<file path="src/rtl/smc_ahb_pkg.sv">
// Shared AHB-lite encodings and the front-end state type for the SMC AHB slave.
package smc_ahb_pkg;

  localparam logic [1:0] HTRANS_IDLE   = 2'b00;
  localparam logic [1:0] HTRANS_BUSY   = 2'b01;
  localparam logic [1:0] HTRANS_NONSEQ = 2'b10;
  localparam logic [1:0] HTRANS_SEQ    = 2'b11;

  localparam logic [2:0] HSIZE_BYTE  = 3'b000;
  localparam logic [2:0] HSIZE_HALF  = 3'b001;
  localparam logic [2:0] HSIZE_WORD  = 3'b010;
  localparam logic [2:0] HSIZE_DWORD = 3'b011;

  localparam logic [1:0] HRESP_OKAY  = 2'b00;
  localparam logic [1:0] HRESP_ERROR = 2'b01;

  typedef enum logic [1:0] {
    S_IDLE,
    S_ACCESS,
    S_ERR1,
    S_ERR2
  } state_t;

endpackage

</file>
<file path="src/rtl/smc_ahb_err_dec.sv">
// Combinational bank decode and access-error detection for the SMC AHB front end.
module smc_ahb_err_dec
  import smc_ahb_pkg::*;
#(
  parameter int AW         = 32,
  parameter int DW         = 32,
  parameter int NUM_CS     = 4,
  parameter int BANK_SHIFT = 24
) (
  input  logic              hsel,
  input  logic              hready,
  input  logic [AW-1:0]     haddr,
  input  logic [1:0]        htrans,
  input  logic [2:0]        hsize,
  input  logic [NUM_CS-1:0] bank_en,
  output logic [2:0]        bank,
  output logic              err,
  output logic              smc_valid
);

  localparam int BW = (NUM_CS > 1) ? $clog2(NUM_CS) : 1;

  logic vap;
  logic misaligned;
  logic en_ok;
  logic bad;
  logic unused_ok;

  generate
    if (NUM_CS > 1) begin : g_multi
      assign bank = 3'(haddr[BANK_SHIFT +: BW]);
    end else begin : g_single
      assign bank = '0;
    end
  endgenerate

  assign vap = hsel & hready & ((htrans == HTRANS_NONSEQ) | (htrans == HTRANS_SEQ));

  // A bank index at or above NUM_CS never matches, so it reads as disabled.
  always_comb begin
    en_ok = 1'b0;
    for (int unsigned i = 0; i < NUM_CS; i++) begin
      if (bank == 3'(i)) en_ok = bank_en[i];
    end
    case (hsize)
      HSIZE_BYTE:  misaligned = 1'b0;
      HSIZE_HALF:  misaligned = haddr[0];
      HSIZE_WORD:  misaligned = |haddr[1:0];
      HSIZE_DWORD: misaligned = (|haddr[2:0]) | (DW == 32);
      default:     misaligned = 1'b1;
    endcase
    bad = misaligned | ~en_ok;
  end

  assign err       = vap & bad;
  assign smc_valid = vap & ~bad;
  assign unused_ok = ^haddr;

endmodule

</file>
<file path="src/rtl/smc_ahb_mcs_if.sv">
// AHB-lite slave front end for the Static Memory Controller.
// Optional access watchdog enabled by defining SMC_AHB_TIMEOUT_EN.
module smc_ahb_mcs_if
  import smc_ahb_pkg::*;
#(
  parameter int AW             = 32,
  parameter int DW             = 32,
  parameter int NUM_CS         = 4,
  parameter int BANK_SHIFT     = 24,
  parameter int TIMEOUT_CYCLES = 256
) (
  input  logic              hclk,
  input  logic              n_sys_reset,
  input  logic              hsel,
  input  logic [AW-1:0]     haddr,
  input  logic [1:0]        htrans,
  input  logic              hwrite,
  input  logic [2:0]        hsize,
  input  logic [DW-1:0]     hwdata,
  input  logic              hready,
  input  logic [NUM_CS-1:0] bank_en,
  input  logic              smc_idle,
  input  logic              smc_done,
  input  logic              mac_done,
  input  logic [DW-1:0]     read_data,
  output logic [DW-1:0]     smc_hrdata,
  output logic              smc_hready,
  output logic [1:0]        smc_hresp,
  output logic              smc_valid,
  output logic              new_access,
  output logic [AW-1:0]     addr,
  output logic [NUM_CS-1:0] cs,
  output logic [1:0]        xfer_size,
  output logic              n_read,
  output logic [DW-1:0]     write_data
);

  state_t              state;
  logic [2:0]          bank;
  logic                err;
  logic                done;
  logic                sample;
  logic [NUM_CS-1:0]   cs_dec;
  logic [DW-1:0]       wdata_q;
  logic [1:0]          hresp_q;
  logic                unused_ok;

  smc_ahb_err_dec #(
    .AW         (AW),
    .DW         (DW),
    .NUM_CS     (NUM_CS),
    .BANK_SHIFT (BANK_SHIFT)
  ) u_err_dec (
    .hsel      (hsel),
    .hready    (hready),
    .haddr     (haddr),
    .htrans    (htrans),
    .hsize     (hsize),
    .bank_en   (bank_en),
    .bank      (bank),
    .err       (err),
    .smc_valid (smc_valid)
  );

  always_comb begin
    cs_dec = '0;
    for (int unsigned i = 0; i < NUM_CS; i++) begin
      if (bank == 3'(i)) cs_dec[i] = 1'b1;
    end
  end

  assign done   = smc_done & mac_done;
  // A new address phase is accepted whenever this slave is signalling ready.
  assign sample = (state == S_IDLE) | (state == S_ERR2) | ((state == S_ACCESS) & done);

  assign smc_hready = (state == S_ACCESS) ? done : (state != S_ERR1);
  assign smc_hresp  = hresp_q;
  assign smc_hrdata = read_data;
  assign write_data = new_access ? hwdata : wdata_q;

`ifdef SMC_AHB_TIMEOUT_EN
  localparam int CW = $clog2(TIMEOUT_CYCLES) + 1;
  logic [CW-1:0] cnt;
`endif

  always_ff @(posedge hclk or negedge n_sys_reset) begin
    if (!n_sys_reset) begin
      state      <= S_IDLE;
      hresp_q    <= HRESP_OKAY;
      cs         <= '0;
      addr       <= '0;
      xfer_size  <= '0;
      n_read     <= 1'b0;
      new_access <= 1'b0;
      wdata_q    <= '0;
`ifdef SMC_AHB_TIMEOUT_EN
      cnt        <= '0;
`endif
    end else begin
      new_access <= 1'b0;
      if (new_access) wdata_q <= hwdata;
`ifdef SMC_AHB_TIMEOUT_EN
      if (state == S_ACCESS) cnt <= cnt + 1'b1;
`endif
      if (sample) begin
        if (smc_valid) begin
          state      <= S_ACCESS;
          hresp_q    <= HRESP_OKAY;
          addr       <= haddr;
          xfer_size  <= hsize[1:0];
          n_read     <= hwrite;
          cs         <= cs_dec;
          new_access <= 1'b1;
`ifdef SMC_AHB_TIMEOUT_EN
          cnt        <= '0;
`endif
        end else if (err) begin
          state   <= S_ERR1;
          hresp_q <= HRESP_ERROR;
          cs      <= '0;
        end else begin
          state   <= S_IDLE;
          hresp_q <= HRESP_OKAY;
          cs      <= '0;
        end
      end else if (state == S_ERR1) begin
        state <= S_ERR2;
`ifdef SMC_AHB_TIMEOUT_EN
      end else if ((state == S_ACCESS) && (cnt == CW'(TIMEOUT_CYCLES - 1))) begin
        state   <= S_ERR1;
        hresp_q <= HRESP_ERROR;
        cs      <= '0;
`endif
      end
    end
  end

  assign unused_ok = smc_idle ^ TIMEOUT_CYCLES[0];

endmodule

</file>
<file path="config.mk">
export PLATFORM = sky130hd
export DESIGN_NAME = smc_ahb_mcs_if
export DESIGN_NICKNAME = d
export VERILOG_FILES = /design/src/rtl/smc_ahb_pkg.sv /design/src/rtl/smc_ahb_err_dec.sv /design/src/rtl/smc_ahb_mcs_if.sv
export SDC_FILE = /design/constraint.sdc
export NUM_CORES = 1
export LEC_CHECK = 0
export ABC_CLOCK_PERIOD_IN_PS = 4900
export CORE_MARGIN = 2
export CORE_UTILIZATION = 38
export CTS_CLUSTER_SIZE = 10
export DETAILED_ROUTE_END_ITERATION = 10
export PLACE_DENSITY = 0.86
export SYNTH_ARGS = -nofsm -noshare
export SYNTH_HDL_FRONTEND = slang
export SYNTH_SLANG_ARGS = --single-unit
</file>
<file path="constraint.sdc">
create_clock -name hclk -period 4.9 [get_ports hclk]
set_clock_uncertainty 0.1 [all_clocks]
set_input_delay 1.225 -clock hclk [delete_from_list [all_inputs] [get_ports hclk]]
set_output_delay 1.225 -clock hclk [all_outputs]
set_load 0.01 [all_outputs]
</file>
Fig. 1: run 1, metal 4
Scale bar: 20 um.
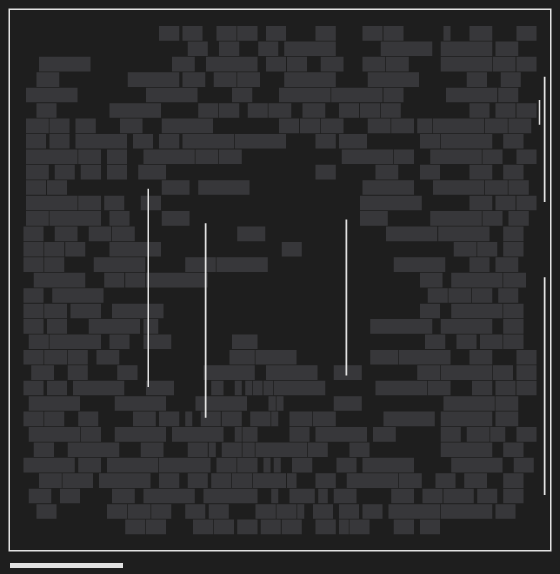
The layer carries 160 um of wire. The longest straight run is 38.1 um. 5 nets have wire on it. The layer holds 2.3% of the routed length. The wires run mostly vertical.
DR vias: 2,068
Routed Wire Length: 7.00 mm

Fig. 2: run 1, signal wires on met2
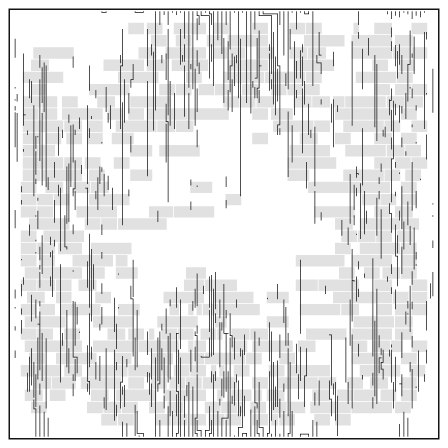
The layer carries 3,260 um of wire. The longest straight run is 34.8 um.
met2 Use GR: 0.250

Fig. 3: run 1, drive-strength map
Scale bar: 20 um.
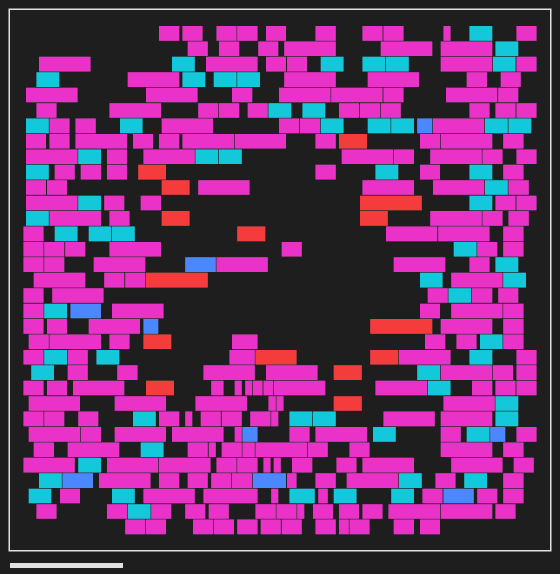
Magenta stands for _0 and _1 cells, cells 254. Cyan stands for _2 cells, cells 64. Red stands for _6 and larger, cells 15. Blue stands for _3 and _4 cells, cells 9.
post-route cell area: 0.00480 mm^2
Final WS setup: 510 ps
Non-Clock Buffer Count: 156

==> changes_impl.md, run 1 <==
## Flow update

* Status: completed
* Top cells by count, synth: dfrtp_1 (75), mux2_2 (63), buf_4 (33), inv_1 (6)
* RSZ-0062 raised after global routing: false
* Placed instance area at 0.00455 mm^2
* CP Capture Type: output port
* H-tree Lvls at 3
* Top cells by area: dfrtp_1 (59%), mux2_2 (22%), buf_4 (7.8%), mux2_4 (1.9%), a32o_1 (1.3%)
* Fillers at roughly 660
* Flop2flop setup slack at between 2000 and 3000 ps
* Mi-comb count at around 90
* Top-area cell share at 0.593
* Max frequency at roughly 230 MHz
* Clock group power at about 580 uW
* Vias in the first global route at 2,181
* Worst r2r path cells at 7
* Router iterations before antenna repair at 4
* Routed wl met3 at about 840 um
* Via-to-Cell Ratio at roughly 4.6
* Biggest consumer: sequential cells
* Worst ir drop on vdd at 0.193 mV
* Fin util at 0.590
* Clkbuf count at 11
* Hold WS at between 300 and 400 ps
* FF/Latch Area at roughly 0.0019 mm^2
* Cell taking the most area after synthesis: dfrtp_1
* Hold endpoint: smc_hresp[0]
* Aoi share at 0.0233
* Layout area overhead at 51.7%
* Slew margin rel. at 0.382
* Yosys stat cell total at ~210
* Yosys synthesis chip area at between 0.003 and 0.004 mm^2
* CP cell instances: clkdlybuf4s50_1, mux4_1, o211ai_2, nor2_1, clkdlybuf4s50_1
* Logic area at 953 um^2
* Grt met1 use at 0.185
* Initial antenna violation count at 0
* Grt met3 use at 0.0577
* P_seq at between 800 and 900 uW
* Cts repair resizes at 0
* Worst-Margin Slew at 927 ps
* Internal power at 1500 uW
* Fraction of layout cells with a size suffix above 1 at 0.257
* Cells after DPL at about 430
* Cell Type Count at 23
* Hold WC Path Type: reg2reg
* Setup TNS at 0 ps
* Signal buf overhead at 0.326
* Met2 WL at approximately 3.3 mm
* CTS max path bufs at 2
* EDFF count, synth at 0
* Syn avg cell area at roughly 15 um^2
* Worst path required time at about 3600 ps
* Comb power frac at 0.303
* Synthesized area at ~0.0032 mm^2
* Final hold violations at 0
* Final nets at 453
* MUX share of area at 0.252
* Total CTS buffers at 9
* Die Y at ~95 um
* Dominant combinational family: multiplexers
* Power per cell area at just over 400 mW/mm^2
* Worst-path clk slew at about 80 ps
* Reg2reg start: state[0]
* Core footprint at between 0.008 and 0.009 mm^2
* Flop pwr share at 0.406
* Crit-path max cell delay at ~590 ps
* Congestion Overflow GR at 0
* Max Transition Viols Final at 0
* Hold Buf Count CTS at 0
* Comb group at approximately 600 uW
* Post-DP HPWL at about 5.3 mm
* Final non-filler cell total at 447
* Worst Hold Depth at 2
* Total Power at 1980 uW
* Clock power frac at 0.291
* Flops after synth at between 70 and 80
* YS warnings at 0
* DRC viols at 0
* Post-synthesis sequential area ratio at 0.593
* ClkCell Share at 0.0519
* Top Usage Layer GRT: met2
* Tapcells at 105
* Root buffer cell: clkbuf_8
* Initial DRC Count at 28
* Logic share of the area at 0.199
* Crit share post-route at 0.896
* Crit path DAT at between 3000 and 4000 ps
* Std-Cell Rows at 33
* Seq area share at 0.391
* GRT Total Usage at 0.155
* Worst Setup SP: haddr[24]
* Critical path depth at 5
* Clock sinks at approximately 75
* Signal inverters at 6
* Top Layer Used: met4
* Crit path top cell by count: clkdlybuf4s50_1
* Top cell category: registers
* Slowest stage cell, crit path: mux4_1
* Top cell family by delay on the critical path: buffers and inverters
* Initial Util at 0.389
* Synth Instances at 212
* Xor+xnor area frac at 0
* Regs by FF count: addr (32), wdata_q (32), cs (4)
* Buffers & Inverters on Critical Path at 2
* Log Warnings at 29
* First-pass GRT wire length at 10.7 mm
* Largest net degree at the start of global routing at approximately 76
* # diodes at 0
* Leak Pwr at between 0.002 and 0.0025 uW
* Critical path endpoint: smc_valid
* Type of origin of the critical path: input port
* Hold wc startpoint: smc_hresp[0]
* Max capacitance violation total at 0
* Post-synth ARST share at 1.00
* Final setup violating endpoints at 0
* Pre-CTS WS at between 500 and 600 ps
* Cell with the most instances after synthesis: dfrtp_1
* Registers at 75
* Number of I/O pins at approximately 220
* Most numerous logic cells after layout: clkdlybuf4s50_1 (152), dfrtp_1 (75), mux2_2 (63)
* Final GP Congestion at between 0.7 and 0.8
* WL per Instance at ~16 um
* Sw power at 479 uW
* Insertion Delay late pin at roughly 330 ps
Fig. 4: run 1, routed metal, one colour a layer
Two of the layers only.
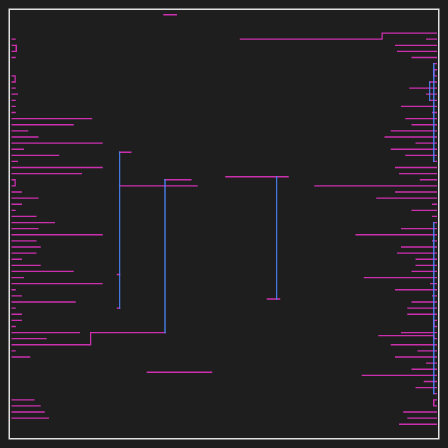

==> run 2: changes to the inputs <==
--- a/config.mk
+++ b/config.mk
@@ -9,4 +9,5 @@
 export CORE_MARGIN = 2
 export CORE_UTILIZATION = 38
+export CTS_CLUSTER_DIAMETER = 150
 export CTS_CLUSTER_SIZE = 10
 export DETAILED_ROUTE_END_ITERATION = 10
==> constraint.sdc (replaced) <==
create_clock -name hclk -period 4.9 [get_ports hclk]
set_clock_uncertainty 0.1 [all_clocks]
set_input_delay 0.98 -clock hclk [delete_from_list [all_inputs] [get_ports hclk]]
set_output_delay 0.98 -clock hclk [all_outputs]
set_load 0.01 [all_outputs]
Fig. 5: run 2, routed metal, one colour a layer
Two of the layers only.
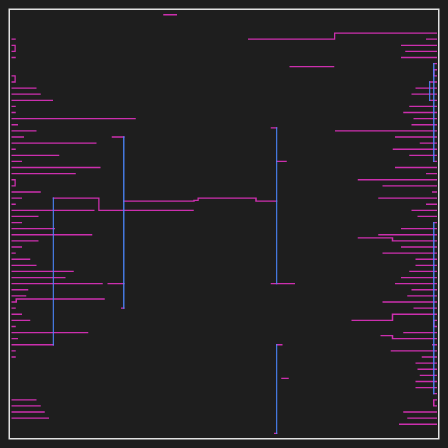
Blue stands for metal 4, wire length 189 um. Magenta stands for metal 3, wire length 890 um.
Routed Wire Length: 7.08 mm
DR vias: 2,123
WL per Instance: 15.9 um
GRT Total Usage: 0.156

Fig. 6: run 2, drive-strength map
Scale bar: 20 um.
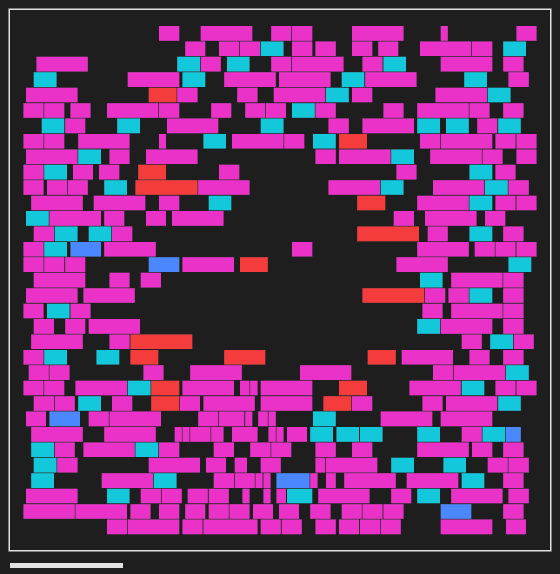
Non-Clock Buffer Count: 154
Layout area overhead: 52.0%
Final WS setup: 982 ps
post-route cell area: 0.00481 mm^2

==> changes_impl.md, run 2 <==
## Flow update

* Status: completed
* Grt met3 use at 0.0617 (+0.00395)
* Reg2reg start: state[0]
* Clock sinks at 75 (unchanged)
* Synth Instances at 212 (unchanged)
* Initial DRC Count at 47 (+68%)
* Seq area share at 0.390 (-0.000916)
* Worst r2r path cells at 6 (-1)
* Registers at 75 (unchanged)
* Critical path endpoint: smc_valid
* ClkCell Share at 0.0572 (+0.00534)
* Fraction of layout cells with a size suffix above 1 at 0.252 (-0.00511)
* Worst ir drop on vdd at 0.223 mV (+15%)
* Router iterations before antenna repair at 4 (unchanged)
* Number of I/O pins at 221 (unchanged)
* Signal inverters at 6 (unchanged)
* Logic area at 953 um^2 (unchanged)
* Final setup violating endpoints at 0 (unchanged)
* Regs by FF count: addr (32), wdata_q (32), cs (4)
* Hold wc startpoint: smc_hresp[0]
* Die Y at 95.2 um (unchanged)
* Crit-path max cell delay at 600 ps (about the same)
* Logic share of the area at 0.198 (-0.000465)
* Total CTS buffers at 9 (unchanged)
* H-tree Lvls at 3 (unchanged)
* Clock power frac at 0.311 (+0.020)
* Power per cell area at 424 mW/mm^2 (+2.5%)
* Crit Path Max Fanout at 5
* Final non-filler cell total at 446 (-0.22%)
* Flop2flop setup slack at 2430 ps (-120 ps)
* DRC viols at 0 (unchanged)
* Max Transition Viols Final at 0 (unchanged)
* Cell Type Count at 23 (unchanged)
* Top cell family by delay on the critical path: buffers and inverters
* Met2 WL at 3.35 mm (+2.6%)
* Grt met1 use at 0.180 (-0.00476)
* Critical path depth at 5 (unchanged)
* Clkbuf count at 12 (+1)
* Initial antenna violation count at 0 (unchanged)
* Cells after DPL at 430 (-0.46%)
* Pre-CTS WS at 977 ps (+463 ps)
* Aoi share at 0.0233 (unchanged)
* Total Power at 2040 uW (+2.7%)
* Yosys stat cell total at 212 (unchanged)
* Setup TNS at 0 ps (unchanged)
* Fillers at 660 (unchanged)
* Clock group power at 634 uW (+10%)
* Biggest consumer: sequential cells
* Fin util at 0.591 (+0.00138)
* Top Usage Layer GRT: met2
* Top Layer Used: met4
* Cell with the most instances after synthesis: dfrtp_1
* Hold endpoint: smc_hresp[0]
* Reg2reg end: addr[20]
* Routed wl met3 at 889 um (+6.3%)
* MUX share of area at 0.252 (unchanged)
* Log Warnings at 29 (unchanged)
* Tapcells at 105 (unchanged)
* Post-synthesis sequential area ratio at 0.593 (unchanged)
* Worst path required time at 3820 ps (+240 ps)
* RSZ-0062 raised after global routing: false
* Top cell category: registers
* Post-DP HPWL at 5.24 mm (-0.24%)
* Slowest stage cell, crit path: mux4_1
* Most numerous logic cells after layout: clkdlybuf4s50_1 (152), dfrtp_1 (75), mux2_2 (63)
* Top cells by count, synth: dfrtp_1 (75), mux2_2 (63), buf_4 (33), inv_1 (6)
* Final nets at 451 (-0.44%)
* Syn avg cell area at 14.9 um^2 (unchanged)
* Xor+xnor area frac at 0 (unchanged)
* Crit path top cell by count: clkdlybuf4s50_1
* Cell taking the most area after synthesis: dfrtp_1
* Hold Buf Count CTS at 0 (unchanged)
* Post-synth ARST share at 1.00 (unchanged)
* Std-Cell Rows at 33 (unchanged)
* Top-area cell share at 0.593 (unchanged)
* Sw power at 481 uW (+0.42%)
* First-pass GRT wire length at 10.9 mm (+1.2%)
* Met2 Use GR at 0.252 (+0.00176)
* Final hold violations at 0 (unchanged)
* Crit share post-route at 0.800 (-0.0964)
* Slew margin rel. at 0.168 (-0.213)
* YS warnings at 0 (unchanged)
* P_seq at 805 uW (about the same)
* Buffers & Inverters on Critical Path at 2 (unchanged)
* Worst Setup SP: haddr[24]
* Insertion Delay late pin at 330 ps (about the same)
* EDFF count, synth at 0 (unchanged)
* Max frequency at 255 MHz (+12%)
* FF/Latch Area at 0.00188 mm^2 (unchanged)
* Top cells by area: dfrtp_1 (59%), mux2_2 (22%), buf_4 (7.8%), mux2_4 (1.9%), a32o_1 (1.3%)
* Hold WS at 388 ps (-2.56 ps)
* Largest net degree at the start of global routing at 76 (unchanged)
* Comb group at 597 uW (-0.7%)
* Flop pwr share at 0.395 (-0.011)
* Signal buf overhead at 0.322 (-0.00389)
* Core footprint at 0.00813 mm^2 (unchanged)
* Yosys synthesis chip area at 0.00316 mm^2 (unchanged)
* Synthesized area at 0.00316 mm^2 (unchanged)
* Cts repair resizes at 0 (unchanged)
* Flops after synth at 75 (unchanged)
* Mi-comb count at 90 (unchanged)
* Comb power frac at 0.293 (-0.010)
* Root buffer cell: clkbuf_8
* # diodes at 0 (unchanged)
* Worst-Margin Slew at 1250 ps (+320 ps)
* Placed instance area at 0.00453 mm^2 (-0.33%)
* Max capacitance violation total at 0 (unchanged)
* Internal power at 1560 uW (+3.5%)
* Via-to-Cell Ratio at 4.76 (+2.9%)
* Leak Pwr at 0.00211 uW (+0.21%)
* Congestion Overflow GR at 0 (unchanged)
* CTS max path bufs at 2 (unchanged)
* Dominant combinational family: multiplexers
* Worst-path clk slew at 80 ps (about the same)
* Worst Hold Depth at 2 (unchanged)
* Type of origin of the critical path: input port
* Final GP Congestion at 0.743 (+1.4%)
* Vias in the first global route at 2,226 (+2.1%)
* CP cell instances: clkdlybuf4s50_1, mux4_1, o211ai_2, nor2_1, clkdlybuf4s50_1
Fig. 7: run 2, clock wiring as the flow saved it
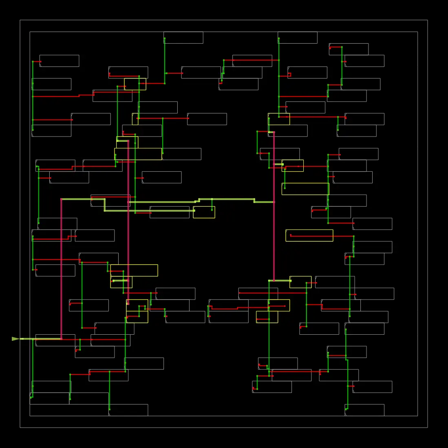

==> run 3: changes to the inputs <==
- ABC_CLOCK_PERIOD_IN_PS: 4900 -> 3500
- CORE_UTILIZATION: 38 -> 32
- PLACE_DENSITY: 0.86 -> 0.77
- clock period: 4.9 -> 3.5 ns (I/O delays scaled with it)
Fig. 8: run 3, clock wiring as the flow saved it
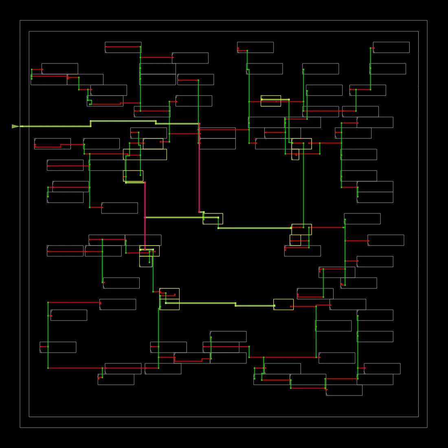
total CTS buffers: 9
clock sinks: 75
clock group power: 648 uW
registers: 75
clkbuf count: 10

Fig. 9: run 3, drive-strength map
Scale bar: 20 um.
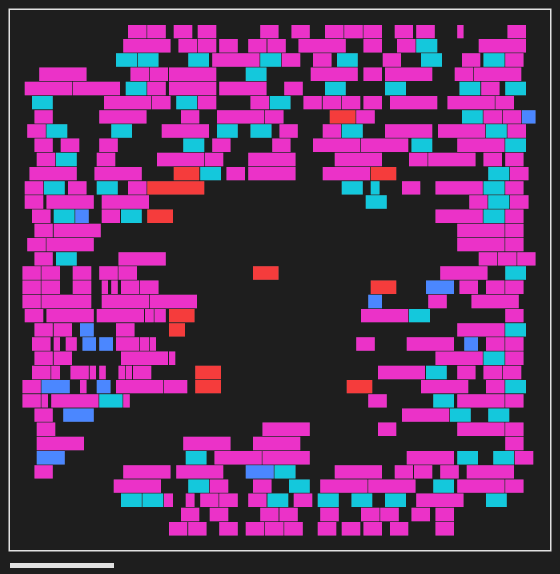
Cyan stands for _2 cells, cells 65. Red stands for _6 and larger, cells 12. Magenta stands for _0 and _1 cells, cells 254. Blue stands for _3 and _4 cells, cells 13.
post-route cell area: 0.00478 mm^2
Layout area overhead: 51.2%
Final WS setup: 259 ps
Non-Clock Buffer Count: 159

==> changes_impl.md, run 3 <==
## Flow update

* Status: completed
* Yosys synthesis chip area at 0.00316 mm^2 (unchanged)
* Regs by FF count: addr (32), wdata_q (32), cs (4)
* Slowest stage cell, crit path: mux4_1
* Routed Wire Length at 7.06 mm (-0.17%)
* Flop pwr share at 0.430 (+0.035)
* Worst-path clk slew at 80 ps (about the same)
* Total Power at 2610 uW (+28%)
* Initial Util at 0.327
* Met2 WL at 3.39 mm (+1.3%)
* Flop2flop setup slack at 1490 ps (-940 ps)
* Top cell family by delay on the critical path: buffers and inverters
* Slew margin rel. at 0.388 (+0.219)
* Post-synth ARST share at 1.00 (unchanged)
* P_seq at 1120 uW (+39%)
* # diodes at 0 (unchanged)
* Leak Pwr at 0.00209 uW (-0.93%)
* Worst-Margin Slew at 918 ps (-329 ps)
* Congestion Overflow GR at 0 (unchanged)
* Grt met1 use at 0.154 (-0.0261)
* Power per cell area at 546 mW/mm^2 (+29%)
* Adder Area Share at 0.00791
* Type of origin of the critical path: input port
* Signal inverters at 6 (unchanged)
* Crit Path Max Fanout at 2 (-3)
* FF/Latch Area at 0.00188 mm^2 (unchanged)
* Log Warnings at 29 (unchanged)
* Cell taking the most area after synthesis: dfrtp_1
* Hold Buf Count CTS at 0 (unchanged)
* Initial antenna violation count at 0 (unchanged)
* Yosys stat cell total at 212 (unchanged)
* Top cell excl fill/tap: clkdlybuf4s50_1
* Hold WS at 387 ps (-0.745 ps)
* Top cells by area: dfrtp_1 (59%), mux2_2 (22%), buf_4 (7.8%), mux2_4 (1.9%), a32o_1 (1.3%)
* Antenna-violating nets left at 0
* DR vias at 2,111 (-0.57%)
* Dominant combinational family: multiplexers
* Sw power at 673 uW (+40%)
* Critical path endpoint: smc_valid
* EDFF count, synth at 0 (unchanged)
* Die Y at 103 um (+8.6%)
* Syn avg cell area at 14.9 um^2 (unchanged)
* ClkCell Share at 0.0395 (-0.0177)
* Cell with the most instances after synthesis: dfrtp_1
* Clock power frac at 0.248 (-0.063)
* Reg2reg end: addr[14]
* Root buffer cell: clkbuf_8
* Top cells by count, synth: dfrtp_1 (75), mux2_2 (63), buf_4 (33), inv_1 (6)
* MUX share of area at 0.252 (unchanged)
* Biggest consumer: sequential cells
* Crit path top cell by count: clkdlybuf4s50_1
* Worst r2r path cells at 7 (+1)
* YS warnings at 0 (unchanged)
* Placed instance area at 0.00459 mm^2 (+1.3%)
* Crit-path max cell delay at 590 ps (about the same)
* Top cell category: registers
* RSZ-0062 raised after global routing: false
* Number of I/O pins at 221 (unchanged)
* Top-area cell share at 0.593 (unchanged)
* Worst ir drop on vdd at 0.294 mV (+32%)
* Most numerous logic cells after layout: clkdlybuf4s50_1 (152), dfrtp_1 (75), mux2_2 (63)
* Reg2reg start: state[0]
* H-tree Lvls at 3 (unchanged)
* Fillers at 864 (+31%)
* Max Transition Viols Final at 0 (unchanged)
* Buffers & Inverters on Critical Path at 2 (unchanged)
* Std-Cell Rows at 36 (+9.1%)
* Final nets at 456 (+1.1%)
* WL per Instance at 14.8 um (-6.7%)
* Router iterations before antenna repair at 4 (unchanged)
* Synthesized area at 0.00316 mm^2 (unchanged)
* Comb group at 840 uW (+41%)
* Core footprint at 0.00968 mm^2 (+19%)
* Fin util at 0.494 (-0.0973)
* Tapcells at 133 (+27%)
* Flops after synth at 75 (unchanged)
* CP cell instances: clkdlybuf4s50_1, mux4_1, o211ai_2, nor2_1, clkdlybuf4s50_1
* Fraction of layout cells with a size suffix above 1 at 0.262 (+0.00943)
* Xor+xnor area frac at 0 (unchanged)
* Post-DP HPWL at 5.15 mm (-1.7%)
* DRC viols at 0 (unchanged)
* Signal buf overhead at 0.329 (+0.00700)
* Max capacitance violation total at 0 (unchanged)
* Insertion Delay late pin at 330 ps (about the same)
* Synth Instances at 212 (unchanged)
* Cells after DPL at 463 (+7.7%)
* Vias in the first global route at 2,194 (-1.4%)
* Met2 Use GR at 0.195 (-0.0572)
* Crit share post-route at 0.926
* Cts repair resizes at 0 (unchanged)
* First-pass GRT wire length at 10.5 mm (-3.5%)
* Critical path depth at 5 (unchanged)
* Grt met3 use at 0.0618 (+0.000168)
* Pre-CTS WS at 246 ps (-730 ps)
* CTS max path bufs at 2 (unchanged)
* Comb power frac at 0.322 (+0.029)
* Final setup violating endpoints at 0 (unchanged)
* Seq area share at 0.392 (+0.00214)
* Aoi share at 0.0233 (unchanged)
* Worst path required time at 2700 ps (-1120 ps)
* Final hold violations at 0 (unchanged)
* Internal power at 1940 uW (+25%)
* Setup TNS at 0 ps (unchanged)
* Worst Setup SP: haddr[24]
* Top Layer Used: met4
* Initial DRC Count at 19 (-60%)
* Logic area at 953 um^2 (unchanged)
* Post-synthesis sequential area ratio at 0.593 (unchanged)
* Final non-filler cell total at 477 (+7.0%)
* Cell Type Count at 23 (unchanged)
* Routed wl met3 at 747 um (-16%)
* Largest net degree at the start of global routing at 76 (unchanged)
* Logic share of the area at 0.199 (+0.00109)
* Top Usage Layer GRT: met2
* Max frequency at between 300 and 400 MHz
* GRT Total Usage at 0.130 (-0.0261)
* Via-to-Cell Ratio at 4.43 (-7.0%)
* Final GP Congestion at 0.719 (-3.2%)
* Mi-comb count at 90 (unchanged)
Power is estimated from default activity; no workload was simulated.
